--- config.mk ---
export PLATFORM = sky130hd
export DESIGN_NAME = instruction_fetch
export DESIGN_NICKNAME = d
export VERILOG_FILES = /design/src/rtl/instruction_fetch.sv
export SDC_FILE = /design/constraint.sdc
export NUM_CORES = 1
export LEC_CHECK = 0
export ABC_AREA = 1
export ABC_CLOCK_PERIOD_IN_PS = 2390
export CAP_MARGIN = 20
export CELL_PAD_IN_SITES_DETAIL_PLACEMENT = 2
export CELL_PAD_IN_SITES_GLOBAL_PLACEMENT = 2
export CORE_MARGIN = 2
export CORE_UTILIZATION = 22
export CTS_BUF_LIST = sky130_fd_sc_hd__clkbuf_4 sky130_fd_sc_hd__clkbuf_8
export CTS_CLUSTER_SIZE = 40
export DETAILED_ROUTE_END_ITERATION = 12
export GPL_TIMING_DRIVEN = 0
export PLACE_DENSITY = 0.91
export SYNTH_ARGS = -nofsm -noshare
export SYNTH_HDL_FRONTEND = slang
export SYNTH_SLANG_ARGS = --single-unit
--- constraint.sdc ---
create_clock -name clk -period 2.39 [get_ports clk]
set_input_delay 0.3585 -clock clk [delete_from_list [all_inputs] [get_ports clk]]
set_output_delay 0.3585 -clock clk [all_outputs]
set_load 0.03 [all_outputs]
--- src/rtl/instruction_fetch.sv ---
// Instruction fetch unit: requests one instruction word per PC, holds it for
// the datapath until exec_done, then advances the PC (plus1, relative
// branch, or absolute jump). A memory that never acknowledges sends the
// unit into a terminal HALT state with a sticky fetch_err flag.
//
// Ports
//   clk, rst            clock, synchronous active-high reset
//   imem_req/addr       read request and address (address = pc)
//   imem_ack/rdata      read data valid strobe and data
//   instr/instr_valid   registered instruction and its valid flag
//   pc                  address of instr
//   exec_done           datapath finished instr; PC selects sampled now
//   sel_PCSrc_*         PC-source selects (const > offset > plus1)
//   branch_cond         condition for the relative branch
//   jump_offset         signed 8-bit branch offset
//   jump_target         absolute jump target
//   fetch_err           sticky memory-timeout flag
module instruction_fetch #(
  parameter int unsigned PC_W    = 12,
  parameter int unsigned INSTR_W = 19,
  parameter int unsigned TIMEOUT = 15
) (
  input  logic               clk,
  input  logic               rst,
  output logic               imem_req,
  output logic [PC_W-1:0]    imem_addr,
  input  logic               imem_ack,
  input  logic [INSTR_W-1:0] imem_rdata,
  output logic [INSTR_W-1:0] instr,
  output logic               instr_valid,
  output logic [PC_W-1:0]    pc,
  input  logic               exec_done,
  input  logic               sel_PCSrc_plus1,
  input  logic               sel_PCSrc_offset,
  input  logic               sel_PCSrc_const,
  input  logic               branch_cond,
  input  logic [7:0]         jump_offset,
  input  logic [PC_W-1:0]    jump_target,
  output logic               fetch_err
);

  localparam int unsigned CntW = $clog2(TIMEOUT + 1);

  typedef enum logic [1:0] {StFetch, StWait, StIssue, StHalt} state_e;

  state_e             state_q, state_d;
  logic [PC_W-1:0]    pc_q, pc_d;
  logic [INSTR_W-1:0] instr_q, instr_d;
  logic [CntW-1:0]    cnt_q, cnt_d;
  logic               err_q, err_d;

  logic signed [7:0]  offset_s;
  logic [PC_W-1:0]    offset_ext;
  logic [PC_W-1:0]    pc_plus1;
  logic [PC_W-1:0]    pc_branch;
  logic [PC_W-1:0]    pc_next;
  logic [CntW-1:0]    cnt_inc;

  // PC arithmetic wraps naturally at PC_W bits.
  assign offset_s   = jump_offset;
  assign offset_ext = PC_W'(offset_s);
  assign pc_plus1   = pc_q + PC_W'(1);
  assign pc_branch  = pc_plus1 + offset_ext;
  assign cnt_inc    = cnt_q + CntW'(1);

  always_comb begin
    pc_next = pc_plus1;
    if (sel_PCSrc_const) begin
      pc_next = jump_target;
    end else if (sel_PCSrc_offset && branch_cond) begin
      pc_next = pc_branch;
    end else if (sel_PCSrc_plus1) begin
      // Explicit plus1 and "no select" both fall through to pc+1.
      pc_next = pc_plus1;
    end
  end

  always_comb begin
    state_d     = state_q;
    pc_d        = pc_q;
    instr_d     = instr_q;
    cnt_d       = cnt_q;
    err_d       = err_q;
    imem_req    = 1'b0;
    instr_valid = 1'b0;

    unique case (state_q)
      StFetch: begin
        imem_req = 1'b1;
        cnt_d    = '0;
        if (imem_ack) begin
          instr_d = imem_rdata;
          state_d = StIssue;
        end else begin
          state_d = StWait;
        end
      end
      StWait: begin
        imem_req = 1'b1;
        if (imem_ack) begin
          instr_d = imem_rdata;
          state_d = StIssue;
        end else begin
          cnt_d = cnt_inc;
          if (cnt_inc == CntW'(TIMEOUT)) begin
            err_d   = 1'b1;
            state_d = StHalt;
          end
        end
      end
      StIssue: begin
        instr_valid = 1'b1;
        if (exec_done) begin
          pc_d    = pc_next;
          state_d = StFetch;
        end
      end
      StHalt: begin
        // Terminal until reset.
      end
      default: state_d = StFetch;
    endcase

    // Outputs stay quiet while reset is held.
    if (rst) begin
      imem_req    = 1'b0;
      instr_valid = 1'b0;
    end
  end

  always_ff @(posedge clk) begin
    if (rst) begin
      state_q <= StFetch;
      pc_q    <= '0;
      instr_q <= '0;
      cnt_q   <= '0;
      err_q   <= 1'b0;
    end else begin
      state_q <= state_d;
      pc_q    <= pc_d;
      instr_q <= instr_d;
      cnt_q   <= cnt_d;
      err_q   <= err_d;
    end
  end

  assign imem_addr = pc_q;
  assign pc        = pc_q;
  assign instr     = instr_q;
  assign fetch_err = err_q;

endmodule

**Logic cells by family**

The bar under the picture is 20 um long.
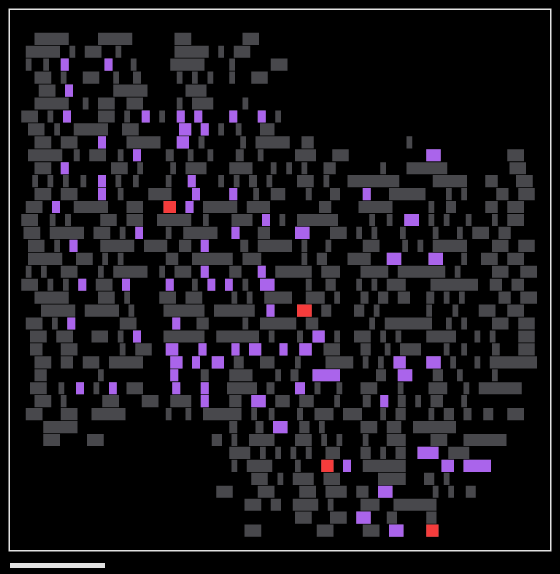
| color | family | cells | most used |
|---|---|---|---|
| purple | aoi and oai cells | 76 | o21ai_0 |
| red | non-inverting ao/oa cells | 4 | a21o_1 |

**Ports around the boundary**

Pins as bars across the die edge, other pins in gray.
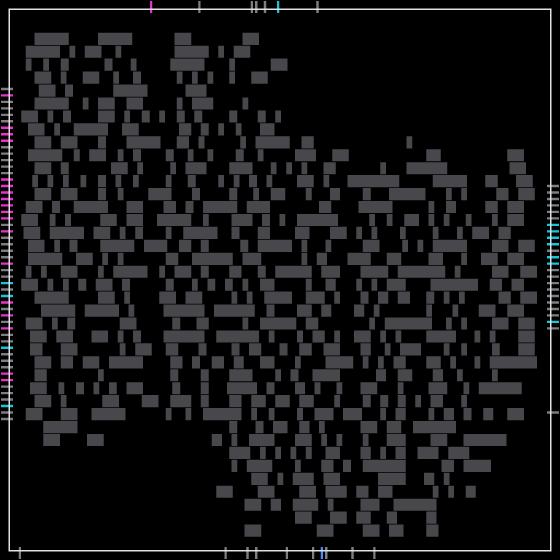
| color | port | pins | direction | edge |
|---|---|---|---|---|
| blue | sel_PCSrc_offset | 1 | input | bottom |
| cyan | jump_target | 12 | input | 7 right, 4 left, 1 top |
| magenta | instr | 19 | output | 18 left, 1 top |

**Wiring by layer**

Only two layers are drawn.
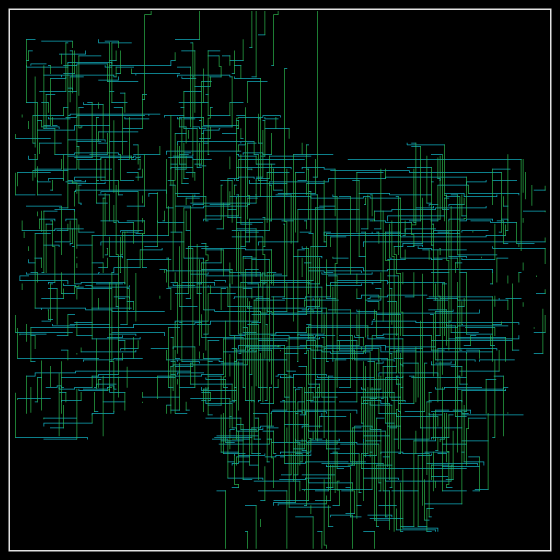
| color | layer | wire length |
|---|---|---|
| green | M2 | 5530 um |
| cyan | M1 | 4420 um |

## report_power, final
group / leakage [nW] / internal [W] / switching, W
sequential: 0.318 / 0.000767 / 0.000105
combinational: 1.46 / 0.000679 / 0.00101
clock: 0.0573 / 0.000334 / 0.000248
## worst paths after layout
kind	cells past startpoint	slack [ns]	end	startpoint
setup / recovery	19	-0.09	imem_addr[7]	imem_addr[0]
hold / removal	2	0.46	imem_addr[5]	rst
setup reg to reg	19	-0.09	imem_addr[7]	imem_addr[0]
hold reg to reg	2	0.49	cnt_q[3]	cnt_q[3]
## stage by stage
step | utilization | instance area (um2) | cells | total power, W | TNS, ns
floorplan | - | 2640 | 389 | 0.00177 | 0
global placement | 0.322 | 3720 | 622 | 0.00230 | -0.610
detailed placement | 0.322 | 3720 | 622 | 0.00238 | -1.16
CTS | 0.351 | 4060 | 633 | 0.00305 | -0.0463
global route | 0.373 | 4310 | 637 | 0.00336 | -1.25
finish | 0.373 | 4310 | 637 | 0.00315 | -0.327
## layout make-up
type                            instances  area [um2]  share of cell area
Inverter                               44         170              0.0395
Buffer                                 24         150              0.0348
Sequential cell                        38         787               0.183
Timing Repair Buffer                   98         961               0.223
Multi-Input combinational cell        283        1950               0.452
Tap cell                              143         179              0.0415
Clock buffer                            6        82.6              0.0192
Clock inverter                          1        30.0             0.00697
## registers in the layout, indices dropped and copies added (netlist names)
signal and flops:
cnt_q 4, imem_addr 12, instr 19, state_q 2, fetch_err 1
## logic make-up (layout without fill, tap and decap cells)
group / count (synthesis) / in the layout / share of synthesized area
AND-OR/OR-AND: 80 / 80 / 0.174
XOR/XNOR: 11 / 11 / 0.0394
adder cells (fa/ha/maj): 21 / 21 / 0.102
buffers and inverters: 68 / 173 / 0.120
flip-flops: 38 / 38 / 0.288
AND/OR/NAND/NOR: 171 / 171 / 0.276
==> impl_metrics.py <==
# Generated from Yosys and OpenROAD reports
metrics = {
    "floorplanning": {
        "rows": 39,
        "ios": 93,
        "core-area_mm2": 0.0116,
        "die_y_um": 113,
        "die-area_mm2": 0.0129,
        "fp_util": 0.228,
        "die_w_um": 113,
    },
    "power_and_ir_drop": {
        "max-vdd-ir-drop_mv": 0.383,
        "power.density_mw_per_mm2": 730,
    },
    "routing": {
        "ant_nets": 0,
        "dr.pass1.iters": 4,
        "wl_met1_um": 4420,
        "avgRoutedWirePerCell_um": 17.3,
        "routed.top_layer": "met4",
        "wl_met2_um": 5530,
        "vias_per_cell": 4.73,
        "wl_met3_um": 928,
        "drt_iter0_markers": 89,
        "route.detailed.drc": 0,
    },
    "global_routing": {
        "busiest_layer": "met2",
        "grt_max_degree": 12,
        "gr-usage-met2": 0.304,
        "grt_overflow": 0,
        "grt.met3_usage": 0.0648,
        "antenna_found_initial": 0,
        "grtUsageMet1": 0.190,
        "grt_pass1_wl_um": 17300,
        "grt_pass1_vias": 3369,
    },
    "cts": {
        "clkLatencyLatePin_ns": 0.30,
        "path_clk_slew_ns": 0.08,
        "post_cts_buffers": 4,
        "cts_resized": 44,
        "clockBufferDepth": 2,
        "cts_made_buffers": 5,
        "h-tree-depth": 2,
        "ctsRootBufferMaster": "clkbuf_8",
        "cts_tree": "built",
    },
    "cells_and_area": {
        "mostFrequentLayoutCells": "clkdlybuf4s50_1, nor2_1, nand2_1",
        "final_layout_size_suffix_gt1_frac": 0.245,
        "antennaDiodeCount": 0,
        "area_growth_pct": 63.4,
        "num-nets-final": 562,
    },
    "synth": {
        "synth_area_mm2": 0.00264,
        "ff_type": "dfxtp_1",
        "synth_warnings": 0,
        "top_area_frac": 0.288,
        "numSynthFlops": 38,
        "edf_count": 0,
        "yosys_cells": 389,
        "yosys.cell_types.count": 37,
        "topCellsByArea": "dfxtp_1, ha_1, nand2_1",
        "synthCells": 389,
        "ys_seq_frac": 0.288,
        "avgSynthCellArea_um2": 6.78,
        "async_flop_share": 0,
        "syn_nets": 457,
    },
    "timing": {
        "maxSlewViolCount": 0,
        "maxSlewHeadroom": 0.573,
        "fmax_mhz": 403,
        "setup_ws_ns": -0.0913,
        "finalSetupViolCount": 4,
        "rsz0062_at_grt": "true",
        "hold_viol_final": 0,
        "skew_ns": 0.0115,
    },
    "placement": {
        "port_buffers": 90,
        "dp_slack_ns": -0.318,
    },
    "worst_setup_path": {
        "arrival_ns": 2.71,
        "cpPeakStageDelay_ns": 0.39,
        "critical_path_buf_inv_count": 4,
        "crit_type": "flop to flop",
        "critPathTopFamily": "simple AND/OR/NAND/NOR gates",
        "required_ns": 2.61,
        "crit_path_max_fanout": 4,
        "crit_chain": "ha_4 -> nand2_4 -> clkinv_4 -> nand2_4 -> nor2_4 -> inv_2 -> nand2_2 -> inv_2 -> ha_4 -> nand2_4 -> inv_2 -> nand2_2 -> nand2_2 -> a21oi_4 -> and2_4 -> o21ai_2 -> nand3_1 -> nand2_1 -> a21oi_2",
        "start_kind": "flop",
        "end_kind": "flop",
    },
    "job": {
        "max_cap_viol_count": 0,
        "warning_count": 35,
    },
    "status": {
        "violations": "setup timing",
        "status": "finished, violations left",
    },
    "min_path": {
        "min_path_type": "primary input to flop",
    },
}
Power and IR drop assume default switching activity.
